### config.mk
export PLATFORM = sky130hd
export DESIGN_NAME = c17_sig_compactor
export DESIGN_NICKNAME = d
export VERILOG_FILES = /design/src/rtl/c17_sig_compactor.sv
export SDC_FILE = /design/constraint.sdc
export NUM_CORES = 1
export LEC_CHECK = 0
export CAP_MARGIN = 20
export CORE_UTILIZATION = 54
export CTS_CLUSTER_SIZE = 14
export DETAILED_ROUTE_END_ITERATION = 10
export GPL_TIMING_DRIVEN = 0
export PLACE_DENSITY = 0.92
export SLEW_MARGIN = 20
export SYNTH_ARGS = -nofsm -noshare
export SYNTH_HDL_FRONTEND = slang
export SYNTH_SLANG_ARGS = --single-unit
### constraint.sdc
create_clock -name clk -period 3.3 [get_ports clk]
set_input_delay 0.66 -clock clk [delete_from_list [all_inputs] [get_ports clk]]
set_output_delay 0.66 -clock clk [all_outputs]
set_load 0.01 [all_outputs]
### src/rtl/c17_sig_compactor.sv
// Multiple-input signature register (MISR) that compacts LEN two-bit C17 responses per run.
// Optional golden comparison is built when C17_SIG_COMPARE_EN is defined.
module c17_sig_compactor #(
    parameter int               LEN   = 32,
    parameter int               SIG_W = 16,
    parameter logic [SIG_W-1:0] POLY  = 16'h1021,
    parameter logic [SIG_W-1:0] SEED  = 16'hFFFF
) (
    input  logic             clk,
    input  logic             rst,
    input  logic             start,
    input  logic             in_valid,
    input  logic             po0,
    input  logic             po1,
`ifdef C17_SIG_COMPARE_EN
    input  logic [SIG_W-1:0] golden,
    output logic             pass,
`endif
    output logic             busy,
    output logic             done,
    output logic [15:0]      count,
    output logic [SIG_W-1:0] signature
);

    // Handshake: a vector is taken on a rising edge when in_valid=1 and the FSM is in RUN;
    // there is no back-pressure, vectors offered outside RUN are dropped.
    typedef enum logic [1:0] {
        IDLE = 2'd0,
        RUN  = 2'd1,
        DONE = 2'd2
    } state_t;

    localparam logic [15:0] LEN_C = 16'(LEN);

    state_t           state;
    state_t           state_next;
    logic             accept;
    logic             load;
    logic             last;
    logic [15:0]      count_inc;
    logic [SIG_W-1:0] sig_next;

    assign accept    = (state == RUN) && in_valid;
    assign load      = (state != RUN) && start;
    assign count_inc = count + 16'd1;
    assign last      = (count_inc == LEN_C);

    // Shift left, fold the old MSB back through POLY, then inject the response pair.
    assign sig_next = {signature[SIG_W-2:0], 1'b0}
                    ^ (signature[SIG_W-1] ? POLY : {SIG_W{1'b0}})
                    ^ {{(SIG_W-2){1'b0}}, po1, po0};

    always_ff @(posedge clk or posedge rst) begin
        if (rst) begin
            state <= IDLE;
        end else begin
            state <= state_next;
        end
    end

    always_comb begin
        state_next = state;
        case (state)
            IDLE:    if (start) state_next = RUN;
            RUN:     if (accept && last) state_next = DONE;
            DONE:    if (start) state_next = RUN;
            default: state_next = IDLE;
        endcase
    end

    always_comb begin
        busy = (state == RUN);
        done = (state == DONE);
`ifdef C17_SIG_COMPARE_EN
        pass = (state == DONE) && (signature == golden);
`endif
    end

    always_ff @(posedge clk or posedge rst) begin
        if (rst) begin
            signature <= SEED;
            count     <= 16'd0;
        end else if (load) begin
            signature <= SEED;
            count     <= 16'd0;
        end else if (accept) begin
            signature <= sig_next;
            count     <= count_inc;
        end
    end

endmodule

==> results_slide.txt, run 1 <==
Run Summary

Run status
  – Status: finished clean

Finish
  – Fillers: 248
  – Buffers, non-clock: 51
  – Flip-flops: 34
  – Largest cell class: registers
  – Regs by FF count: count x16, signature x16, state x2
  – Area growth syn-to-layout: 29.2%

CTS
  – Clock Tree Root: clkbuf_4

Drt
  – DR vias: 1730
  – Top routing layer in use: met4
  – Drt pass-1 iters: 4
  – Residual DRC: 0
  – DRT antenna net count: 0
  – Vias/cell: 6.05

Power
  – Clk pwr share: 22.7%
  – Comb pwr: 0.446 mW
  – Sequential group share of total power: 45.4%

Synth
  – EDFF count, synth: 0
  – Synth unique cells: 46
  – Synth Area in Compound Gates: 23.2%
  – Yosys xor share: 2.91%
  – YS chip area: 1810 sq um

Worst setup path
  – Crit path kind: reg2out
  – Crit path DAT: 1660 ps
  – Delay-heaviest family, CP: buffers and inverters
  – Slowest cell on crit path: clkdlybuf4s50_1

Final timing
  – Min cycle time layout: 2320 ps
  – Setup TNS: 0 ps
  – Setup ws final: 985 ps
  – Final hold violations: 0

GRT
  – Met1 usage: 37.7%
  – Initial antenna violation count: 0

Flow run
  – Tool Warnings: 26

Placement
  – Post-DP HPWL: 3.09 mm
  – Worst slack, placed: 796 ps

Floorplan
  – Die ar.: 3580 sq um
  – I/O pins: 40
  – Core area: 3100 sq um
  – Die H: 59.8 um

Hold path
  – WHS Path Cells: 2
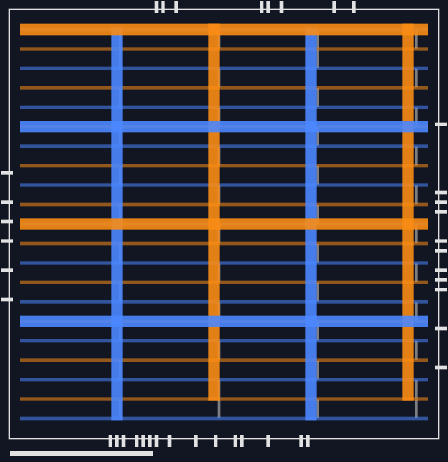
(run_1/floorplan.png)
Bar = 20 um. Pins as bars on the die edge. Tap cells in grey.
- orange: VDD
- blue: VSS
- tap cells: 44
- met5 straps: 4
- signal pins: 40

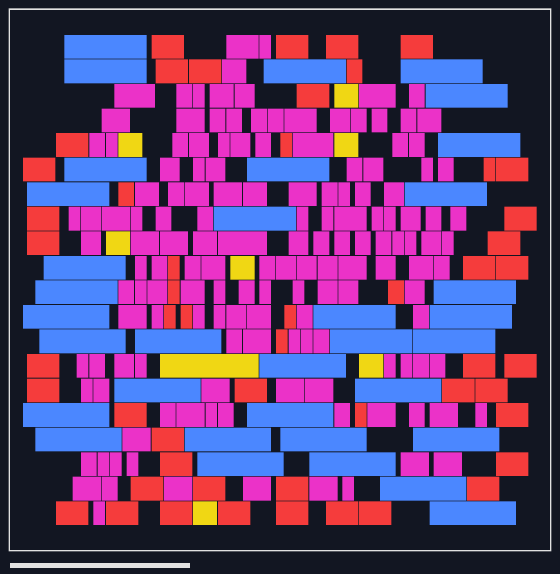
(run_1/class_map.png)
Bar = 20 um.
- blue: registers (cells 34; share of their area 38%)
- red: remaining buffers and delay cells (cells 51; share of their area 19%)
- magenta: remaining logic cells (cells 149; share of their area 39%)
- yellow: clock drivers and dummy loads (cells 8; share of their area 3.6%)

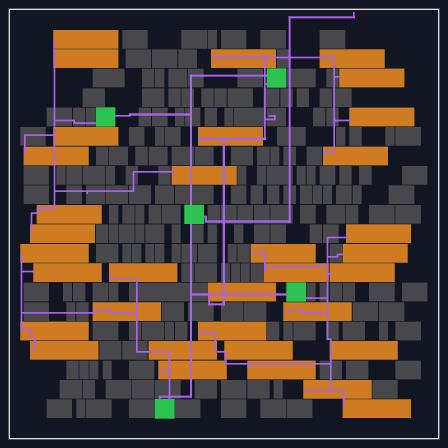
(run_1/clock_wires.png)
- green: clock-net drivers (count 5)
- purple: clock wires (length 442 um)
- orange: flip-flops (count 34)
- routed clock nets: 6

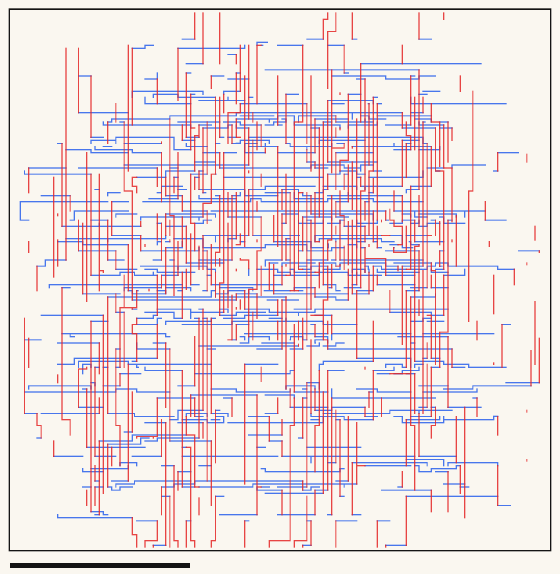
(run_1/layers.png)
Bar = 20 um. Two of the layers only.
- blue: M1 (wire length 1940 um)
- red: M2 (wire length 2060 um)

## Run 2: what changed since run 1
--- a/config.mk
+++ b/config.mk
@@ -6,11 +6,11 @@
 export NUM_CORES = 1
 export LEC_CHECK = 0
 export CAP_MARGIN = 20
-export CORE_UTILIZATION = 54
+export CORE_UTILIZATION = 45
 export CTS_CLUSTER_SIZE = 14
 export DETAILED_ROUTE_END_ITERATION = 10
 export GPL_TIMING_DRIVEN = 0
-export PLACE_DENSITY = 0.92
+export PLACE_DENSITY = 0.82
 export SLEW_MARGIN = 20
 export SYNTH_ARGS = -nofsm -noshare
 export SYNTH_HDL_FRONTEND = slang
==> constraint.sdc (replaced) <==
create_clock -name clk -period 2.05 [get_ports clk]
set_input_delay 0.41 -clock clk [delete_from_list [all_inputs] [get_ports clk]]
set_output_delay 0.41 -clock clk [all_outputs]
set_load 0.01 [all_outputs]
==> results_slide.txt, run 2 <==
Run Summary

Drt
  – DRT antenna net count: 0 (unchanged)
  – DR vias: 1760 (was 1730)
  – Vias/cell: 5.97 (was 6.05)
  – Top routing layer in use: met4 (unchanged)
  – Residual DRC: 0 (unchanged)

Synth
  – EDFF count, synth: 0 (unchanged)
  – Synth Area in Compound Gates: 23.2% (unchanged)
  – Synth unique cells: 46 (unchanged)
  – Warnings from Yosys: 0 (unchanged)
  – Most frequent cell after synthesis: o21ai_0 (unchanged)
  – Yosys xor share: 2.91% (unchanged)
  – YS chip area: 1810 sq um (unchanged)

Finish
  – Nets@finish: 253 (was 248)
  – Buffers, non-clock: 56 (was 51)
  – Flip-flops: 34 (unchanged)
  – Regs by FF count: count x16, signature x16, state x2 (unchanged)
  – Clk cell area share: 3.73% (was 3.54%)
  – Area growth syn-to-layout: 35.4% (was 29.2%)
  – Largest cell class: multi-input combinational cells (was registers)
  – Fillers: 321 (was 248)

GRT
  – Met1 usage: 31.9% (was 37.7%)
  – First-pass GRT wire length: 7.68 mm (was 7.40 mm)
  – M3 GR Usage: 4.86% (was 7.14%)
  – Initial antenna violation count: 0 (unchanged)

Floorplan
  – Die W: 65.4 um (was 59.8 um)
  – Core area: 3740 sq um (was 3100 sq um)
  – Die ar.: 4270 sq um (was 3580 sq um)
  – I/O pins: 40 (unchanged)

Worst setup path
  – Crit path DAT: 1610 ps (was 1660 ps)
  – Slowest cell on crit path: clkdlybuf4s50_1 (unchanged)
  – CP peak stage delay: 610 ps (about the same)
  – Delay-heaviest family, CP: buffers and inverters (unchanged)
  – Crit path kind: reg2out (unchanged)
  – Critical Path Source: state[0] (unchanged)

Run status
  – Status: finished clean (unchanged)

Placement
  – Placed insts: 282 (was 278)
  – Worst slack, placed: -212 ps (was 796 ps)
  – Post-DP HPWL: 3.16 mm (was 3.09 mm)
  – Routability cong.: 0.912 (was 0.891)

Flow run
  – Tool Warnings: 26 (unchanged)

Final timing
  – Setup ws final: 34.5 ps (was 985 ps)
  – Setup TNS: 0 ps (unchanged)
  – # setup viols final: 0 (unchanged)
  – Min cycle time layout: 2020 ps
  – Final hold violations: 0 (unchanged)

CTS
  – Latency at later pin: 290 ps (was 350 ps)
  – Clock Tree Root: clkbuf_8 (was clkbuf_4)
  – Post-cts sizing count: 6 (was 0)
  – Hold Buf Count CTS: 0 (unchanged)

Hold path
  – WHS Path Cells: 2 (unchanged)

Power
  – Clk pwr share: 22.4% (was 22.7%)
  – Sequential group share of total power: 44.6% (was 45.4%)
  – Design Power: 2.31 mW (was 1.40 mW)
  – Comb pwr: 0.763 mW (was 0.446 mW)
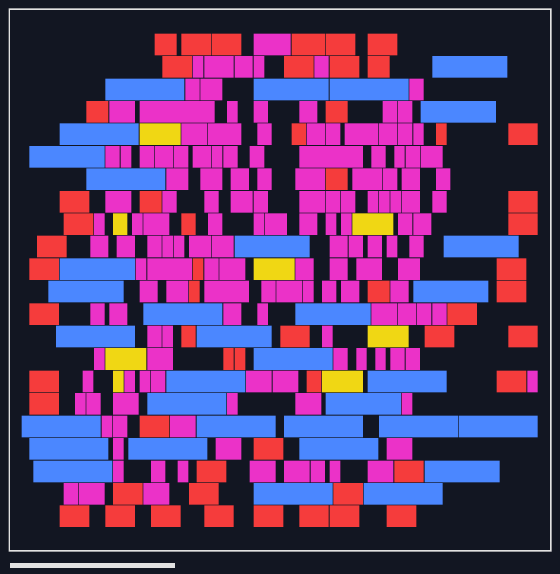
(run_2/class_map.png)
Bar = 20 um.
- yellow: clock drivers and dummy loads (cells 8; share of their area 3.8%)
- red: remaining buffers and delay cells (cells 56; share of their area 21%)
- magenta: remaining logic cells (cells 149; share of their area 39%)
- blue: registers (cells 34; share of their area 37%)

## Run 3: what changed since run 2
--- a/config.mk
+++ b/config.mk
@@ -6,6 +6,7 @@
 export NUM_CORES = 1
 export LEC_CHECK = 0
 export CAP_MARGIN = 20
+export CORE_MARGIN = 2
 export CORE_UTILIZATION = 45
 export CTS_CLUSTER_SIZE = 14
 export DETAILED_ROUTE_END_ITERATION = 10
==> constraint.sdc (replaced) <==
create_clock -name clk -period 2.05 [get_ports clk]
set_input_delay 0.615 -clock clk [delete_from_list [all_inputs] [get_ports clk]]
set_output_delay 0.615 -clock clk [all_outputs]
set_load 0.01 [all_outputs]
==> results_slide.txt, run 3 <==
Run Summary

Power
  – Sequential group share of total power: 42.9% (was 44.6%)
  – Seq power: 1.02 mW (was 1.03 mW)
  – Comb pwr: 0.757 mW (was 0.763 mW)
  – Design Power: 2.39 mW (was 2.31 mW)
  – Sw frac: 30.9% (was 31.4%)
  – Clk pwr share: 25.4% (was 22.4%)

Placement
  – Worst slack, placed: -365 ps (was -212 ps)
  – Post-DP HPWL: 3.11 mm (was 3.16 mm)
  – Routability cong.: 0.931 (was 0.912)
  – Placed insts: 284 (was 282)

Floorplan
  – Die H: 67.4 um (was 65.4 um)
  – # Taps: 50 (was 48)
  – Die ar.: 4540 sq um (was 4270 sq um)
  – Core area: 3940 sq um (was 3740 sq um)
  – Row cnt: 23 (was 22)
  – I/O pins: 40 (unchanged)
  – Die W: 67.4 um (was 65.4 um)

Drt
  – DR vias: 1694 (was 1760)
  – Residual DRC: 0 (unchanged)
  – Vias/cell: 5.76 (was 5.97)
  – Drt pass-1 iters: 4 (was 5)
  – DRT antenna net count: 0 (unchanged)
  – Top routing layer in use: met4 (unchanged)
  – Metal3 WL: 287 um (was 217 um)

Finish
  – Nets@finish: 250 (was 253)
  – Buffers, non-clock: 53 (was 56)
  – Regs by FF count: count x16, signature x16, state x2 (unchanged)
  – Core Util, Final: 61.8% (was 65.3%)
  – Area growth syn-to-layout: 34.8% (was 35.4%)
  – Combinational share of cell area: 36.6% (was 37.0%)
  – Flip-flops: 34 (unchanged)
  – Share of post-route cells with drive strength above 1: 20.1% (was 19.8%)
  – Most instantiated logic cell after routing: clkdlybuf4s50_1 (unchanged)
  – Largest cell class: multi-input combinational cells (unchanged)
  – Inverters: 5 (unchanged)
  – Fillers: 332 (was 321)
  – Clk cell area share: 4.57% (was 3.73%)

Synth
  – Flops out of synthesis: 34 (unchanged)
  – YS chip area: 1810 sq um (unchanged)
  – Synth unique cells: 46 (unchanged)
  – Yosys simple share: 21.3% (unchanged)
  – Ys flop type: dfrtp_1 (unchanged)
  – Mapped cell area: 1810 sq um (unchanged)
  – Post-synthesis average cell area: 9.27 sq um (unchanged)
  – EDFF count, synth: 0 (unchanged)
  – Warnings from Yosys: 0 (unchanged)
  – Most frequent cell after synthesis: o21ai_0 (unchanged)
  – Synth Area in Compound Gates: 23.2% (unchanged)
  – Yosys xor share: 2.91% (unchanged)
  – Post-Syn Nets: 202 (unchanged)

CTS
  – Latency at later pin: 290 ps (about the same)
  – Post-cts sizing count: 12 (was 6)
  – Clock Tree Root: clkbuf_8 (unchanged)
  – CTS max path bufs: 2 (unchanged)
  – Hold Buf Count CTS: 0 (unchanged)

Final timing
  – Final hold violations: 0 (unchanged)
  – F_max: 489 MHz (was 496 MHz)
  – Setup ws final: 3.04 ps (was 34.5 ps)
  – # setup viols final: 0 (unchanged)
  – Min cycle time layout: 2050 ps (was 2020 ps)
  – Hold slack: 494 ps (was 502 ps)
  – Final period utilization: 99.9% (was 98.3%)
  – Setup TNS: 0 ps (unchanged)

Flow run
  – Tool Warnings: 27 (was 26)

Worst setup path
  – Delay-heaviest family, CP: AND-OR/OR-AND gates (was buffers and inverters)
  – Slowest cell on crit path: or4_4 (was clkdlybuf4s50_1)
  – Worst path cell trace: buf_4 -> nand4_1 -> or4_4 -> o32a_1 -> a2111oi_2 -> a21o_1 (was nor2b_1 -> clkdlybuf4s50_1)
  – Crit path kind: reg2reg (was reg2out)
  – Setup slack, reg-to-reg: 3 ps (was 80 ps)
  – Depth of the worst register-to-register path: 6 (unchanged)
  – Crit path DAT: 2280 ps (was 1610 ps)
  – CP peak stage delay: 530 ps (was 610 ps)
  – Critical path capture point type: flop (was primary output)
  – Worst R2R End: state[1] (unchanged)
  – Setup crit end: state[1] (was busy)
  – Critical Path Source: count[2] (was state[0])

GRT
  – Initial antenna violation count: 0 (unchanged)
  – Met1 usage: 28.8% (was 31.9%)
  – First-pass GRT wire length: 7.27 mm (was 7.68 mm)
  – M3 GR Usage: 5.00% (was 4.86%)
  – Number of global-route vias before repair: 1558 (was 1619)

Run status
  – Status: finished clean (unchanged)

Hold path
  – WHS Path Cells: 2 (unchanged)
  – Hold EP: signature[14] (was signature[13])
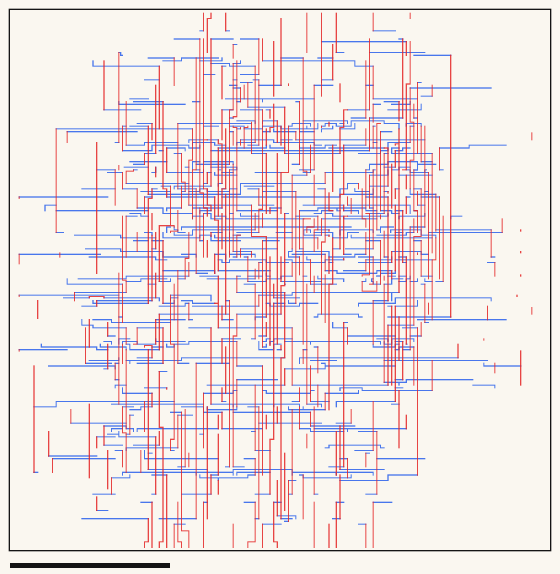
(run_3/layers.png)
Bar = 20 um. Two of the layers only.
- blue: M1 (wire length 2000 um)
- red: M2 (wire length 2140 um)

No activity file was given, so power comes from the tool's default toggle rates.
